==> src/rtl/uart_tx_arbiter.sv <==
// Message-granular round-robin arbiter sharing one 8N1 UART transmitter
// between NREQ byte-stream requesters, with burst-limit and stall-timeout release.
module uart_tx_arbiter #(
  parameter int NREQ          = 4,
  parameter int MAX_BURST     = 16,
  parameter int STALL_TIMEOUT = 1024
) (
  input  logic                     clk,
  input  logic                     rst,
  input  logic [NREQ-1:0]          req_valid,
  input  logic [8*NREQ-1:0]        req_data,
  input  logic [NREQ-1:0]          req_last,
  output logic [NREQ-1:0]          req_ready,
  output logic                     tx_valid,
  output logic [7:0]               tx_data,
  input  logic                     tx_ready,
  output logic [NREQ-1:0]          grant,
  output logic                     busy,
  output logic                     dbg_state,
  output logic [$clog2(NREQ)-1:0]  dbg_ptr
);

  // Handshake: a byte moves on any cycle where valid & ready are both high.
  // Valid never depends on ready; once raised it is held with stable data
  // until accepted. The arbiter only forwards this handshake, it never buffers.

  localparam int IW = $clog2(NREQ);
  localparam int BW = (MAX_BURST == 0) ? 1 : $clog2(MAX_BURST + 1);
  localparam int SW = (STALL_TIMEOUT == 0) ? 1 : $clog2(STALL_TIMEOUT + 1);
  localparam logic [BW-1:0] BURST_LAST = (MAX_BURST == 0) ? '0 : BW'(MAX_BURST - 1);
  localparam logic [SW-1:0] STALL_LAST = (STALL_TIMEOUT == 0) ? '0 : SW'(STALL_TIMEOUT - 1);

  typedef enum logic {
    IDLE   = 1'b0,
    LOCKED = 1'b1
  } state_t;

  state_t          state_q, state_d;
  logic [NREQ-1:0] grant_q, grant_d;
  logic [IW-1:0]   gidx_q, gidx_d;
  logic [IW-1:0]   ptr_q, ptr_d;
  logic [BW-1:0]   burst_q, burst_d;
  logic [SW-1:0]   stall_q, stall_d;
  logic [IW-1:0]   sel_idx;
  logic [IW-1:0]   gidx_inc;
  logic [IW:0]     cand;
  logic            sel_found;
  logic            accept;
  logic            burst_hit;
  logic            stall_hit;
  logic            release_now;

  // First valid requester scanning from ptr upward, wrapping at NREQ.
  always_comb begin
    sel_found = 1'b0;
    sel_idx   = '0;
    cand      = '0;
    for (int k = 0; k < NREQ; k++) begin
      cand = {1'b0, ptr_q} + (IW+1)'(k);
      if (cand >= (IW+1)'(NREQ)) cand = cand - (IW+1)'(NREQ);
      if (!sel_found && req_valid[cand[IW-1:0]]) begin
        sel_found = 1'b1;
        sel_idx   = cand[IW-1:0];
      end
    end
  end

  assign gidx_inc = (gidx_q == IW'(NREQ - 1)) ? '0 : gidx_q + IW'(1);

  always_comb begin
    state_d     = state_q;
    grant_d     = grant_q;
    gidx_d      = gidx_q;
    ptr_d       = ptr_q;
    burst_d     = burst_q;
    stall_d     = stall_q;
    tx_valid    = 1'b0;
    tx_data     = '0;
    req_ready   = '0;
    accept      = 1'b0;
    burst_hit   = 1'b0;
    stall_hit   = 1'b0;
    release_now = 1'b0;
    case (state_q)
      IDLE: begin
        if (sel_found) begin
          state_d = LOCKED;
          grant_d = NREQ'(1) << sel_idx;
          gidx_d  = sel_idx;
        end
      end
      LOCKED: begin
        tx_valid  = req_valid[gidx_q];
        tx_data   = req_data[{gidx_q, 3'b000} +: 8];
        req_ready = grant_q & {NREQ{tx_ready}};
        accept    = tx_valid & tx_ready;
        burst_hit = (MAX_BURST != 0) && (burst_q == BURST_LAST);
        stall_hit = (STALL_TIMEOUT != 0) && (stall_q == STALL_LAST);
        // Counters saturate so a disabled limit never wraps into a false release.
        if (accept && (burst_q != '1)) burst_d = burst_q + BW'(1);
        if (req_valid[gidx_q])         stall_d = '0;
        else if (stall_q != '1)        stall_d = stall_q + SW'(1);
        release_now = (accept && (req_last[gidx_q] || burst_hit)) ||
                      (!req_valid[gidx_q] && stall_hit);
        if (release_now) begin
          state_d = IDLE;
          grant_d = '0;
          ptr_d   = gidx_inc;
          burst_d = '0;
          stall_d = '0;
        end
      end
      default: state_d = IDLE;
    endcase
  end

  always_ff @(posedge clk) begin
    if (rst) begin
      state_q <= IDLE;
      grant_q <= '0;
      gidx_q  <= '0;
      ptr_q   <= '0;
      burst_q <= '0;
      stall_q <= '0;
    end else begin
      state_q <= state_d;
      grant_q <= grant_d;
      gidx_q  <= gidx_d;
      ptr_q   <= ptr_d;
      burst_q <= burst_d;
      stall_q <= stall_d;
    end
  end

  assign grant     = grant_q;
  assign busy      = (state_q == LOCKED);
  assign dbg_state = state_q;
  assign dbg_ptr   = ptr_q;

endmodule

==> config.mk <==
export PLATFORM = sky130hd
export DESIGN_NAME = uart_tx_arbiter
export DESIGN_NICKNAME = d
export VERILOG_FILES = /design/src/rtl/uart_tx_arbiter.sv
export SDC_FILE = /design/constraint.sdc
export NUM_CORES = 1
export LEC_CHECK = 0
export CORE_MARGIN = 1.5
export CORE_UTILIZATION = 44
export CTS_CLUSTER_SIZE = 28
export DETAILED_ROUTE_END_ITERATION = 10
export PLACE_DENSITY = 0.83
export SLEW_MARGIN = 15
export SYNTH_ARGS = -nofsm -noshare
export SYNTH_HDL_FRONTEND = slang
export SYNTH_SLANG_ARGS = --single-unit
==> constraint.sdc <==
create_clock -name clk -period 2.4 [get_ports clk]
set_clock_uncertainty 0.05 [all_clocks]
set_input_delay 0.48 -clock clk [delete_from_list [all_inputs] [get_ports clk]]
set_output_delay 0.48 -clock clk [all_outputs]
set_load 0.05 [all_outputs]
**Cell classes on the final placement**

Drawn at 4 px/um.
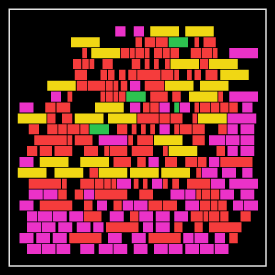
Key: yellow = flip-flops [cells 25, share of their area 21%]; green = clock drivers and dummy loads [cells 4, share of their area 1.9%]; magenta = other buffers and delay cells [cells 80, share of their area 33%]; red = all other logic [cells 141, share of their area 45%]
fin area: 2490 um^2
sequential share of cell area: 0.201
fin util: 0.723
# rows: 21
core area: 3440 um^2

==> flow_summary.json <==
{
  "p_switching_w": 0.000327,
  "postRouteWirelength_um": 4460,
  "area_delta_synth_final_pct": 53.0,
  "warnings": 27,
  "ys_seq_frac": 0.307,
  "wire_per_inst_um": 15.1,
  "cts_tree": "done",
  "ys_types": 48,
  "antenna_found_initial": 0,
  "drv_cap": 0,
  "layout-drive-gt1-share": 0.212,
  "yosysMostFrequentCell": "dfxtp_1",
  "pre_cts_slack_ps": -182,
  "drv_slew": 0,
  "cts_inserted_buffers": 3,
  "netlist_area_um2": 1630,
  "hold_buffers": 0,
  "largest_area_cell": "dfxtp_1",
  "dp_hpwl_um": 3530,
  "clock-sinks": 25,
  "slew_headroom": 0.613,
  "status": "finished clean",
  "clkLatencyLatePin_ps": 270,
  "vias": 1631,
  "drcViolationCount": 0,
  "worst_slack_ps": 47.3,
  "clock_path_buffers": 2,
  "final_net_count": 299,
  "numSynthFlops": 25,
  "top_area_frac": 0.307,
  "placed_area_um2": 2420,
  "drt_pre_antenna_iters": 4,
  "io_pins": 64,
  "power_leakage_nw": 0.985,
  "setup-tns-final_ps": 0,
  "ys_async_sr_fraction": 0,
  "critPathCaptureType": "primary output",
  "grt_max_degree": 23,
  "avgSynthCellArea_um2": 9.36,
  "edf_count": 0,
  "hold_viol": 0,
  "yosys-top-cells-area": "dfxtp_1 (31%), mux4_2 (12%), nor2_1 (5.3%)",
  "grt_pass1_vias": 1639,
  "worst_r2r_path_depth": 8,
  "period_used_share": 0.980,
  "core_util_floorplan": 0.473,
  "swShare": 0.311,
  "tightestPinTransition_ps": 579,
  "min_path_cells": 1,
  "internal-power_w": 0.000726,
  "grt_use_total": 0.237,
  "cts_max_level": 1,
  "power_frac_comb": 0.354,
  "gp_congestion": 0.832,
  "ys_warn_count": 0,
  "cpMaxStageDelayCell": "mux4_2",
  "clockRootBuffer": "clkbuf_8",
  "power_density_nw_per_um2": 423,
  "antenna_cells": 0,
  "clk_pin_slew_ps": 80,
  "finalCriticalPeriod_ps": 2350,
  "worstPathMaxFanout": 3,
  "drt_iter0_drc": 72,
  "die_y_um": 63.8,
  "grt_pass1_wl_um": 7680,
  "seqPwrFrac": 0.414,
  "power.share.clock": 0.233,
  "arrival_ps": 1820,
  "crit_path_cell_trace": "clkdlybuf4s50_1 > mux4_2 > and2_1 > buf_4",
  "ys_chip_area_um2": 1630,
  "vdd_drop_max_mv": 0.239,
  "hold_class": "reg2reg",
  "die_w_um": 63.8,
  "viasPerCell": 5.51,
  "syn_inst": 174,
  "slowest_delay_ps": 490,
  "fp_nets": 222,
  "synth_stat.cells": 174,
  "setup_viol": 0,
  "ant_nets": 0,
  "clock.fmax_mhz": 425,
  "start_kind": "primary input",
  "worstPathRequired_ps": 1870,
  "synth-main-ff-cell": "dfxtp_1",
  "rsz0062_at_grt": "false"
}
**Cell placement**

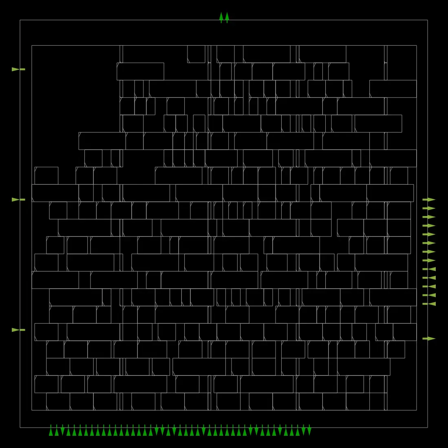
Flops: 25
Fill cells: 277

power by group through the flow:
stage	Sequential [W]	Clock [W]	Combinational (W)
after CTS	0.000435	0.000252	0.000370
final	0.000436	0.000245	0.000373
after global placement	0.000445	0	0.000359
after detailed placement	0.000445	0	0.000366
after floorplan	0.000467	0	0.000184
after global routing	0.000438	0.000267	0.000397
metal layers:
metal / global-route usage / vias up / wire length, um
met5: 0 / - / 0
met4: 0.0489 / 0 / 35
met3: 0.0440 / 5 / 178
met2: 0.424 / 42 / 2300
met1: 0.295 / 775 / 1950
li1: - / 809 / -
sequential cells by signal, indices dropped and copies added, names as in the netlist:
register  flops
dbg_ptr       2
burst_q       5
gidx_q        2
stall_q      11
busy          1
grant         4
worst max-delay path: cells and delay by family:
family                 cells  cell delay, ps
AND/OR/NAND/NOR            1             220
multiplexers               1             490
buffers and inverters      2             630
stage by stage:
| step | power (W) | cells | hold WS [ps] |
|---|---|---|---|
| 4_1_cts | 0.00106 | 296 | 471 |
| 5_1_grt | 0.00110 | 296 | 507 |
| 3_3_place_gp | 0.000804 | 291 | 431 |
| 2_1_floorplan | 0.000651 | 174 | 418 |
| 6_report | 0.00105 | 296 | 471 |
| 3_5_place_dp | 0.000811 | 291 | 451 |
cells in the final DEF, fill, tap and decap left out, drive strengths merged, types with 2 or more instances in the layout:
master	instances
a21o	3
nand2	5
or3	2
and2	10
nor3	2
ha	5
mux4	9
nand3b	2
inv	6
nand4	4
a211oi	6
nand2b	2
nand3	3
nor2b	5
nor4	2
a22oi	2
nor4b	2
clkbuf	4
xor2	3
dfxtp	25
buf	32
and3	7
nor2	23
mux2i	4
clkdlybuf4s50	48
a21oi	7
xnor2	3
o21ai	5
a32oi	4
a32o	2
cell families after synthesis:
logic type,after synthesis,share of synthesized area
simple gates,72,0.245
compound gates,38,0.181
flops,25,0.307
buf+inv,14,0.0392
mux,14,0.156
xor+xnor,6,0.0323
fa+ha+maj,5,0.0384
area by class of cell:
type | instances | area, um^2 | area share
Timing Repair Buffer | 80 | 791 | 0.318
Clock buffer | 4 | 45.0 | 0.0181
Tap cell | 46 | 57.6 | 0.0231
Sequential cell | 25 | 500 | 0.201
Multi-Input combinational cell | 135 | 1070 | 0.431
Inverter | 6 | 22.5 | 0.00905
final timing paths:
check,to,slack [ps],from
setup / recovery,tx_valid,50,req_valid[0]
hold / removal,burst_q[4],470,burst_q[4]
setup reg to reg,burst_q[1],180,burst_q[0]
hold reg to reg,burst_q[4],470,burst_q[4]
timing repair:
| action | 4_1_cts | 5_1_grt |
|---|---|---|
| pin swaps | 0 | 2 |
| gates resized | 0 | 4 |
| setup endpoints to repair | 1 | 10 |
| buffers inserted | 1 | 0 |
| cloned | 0 | 0 |
Power and IR drop assume default switching activity.
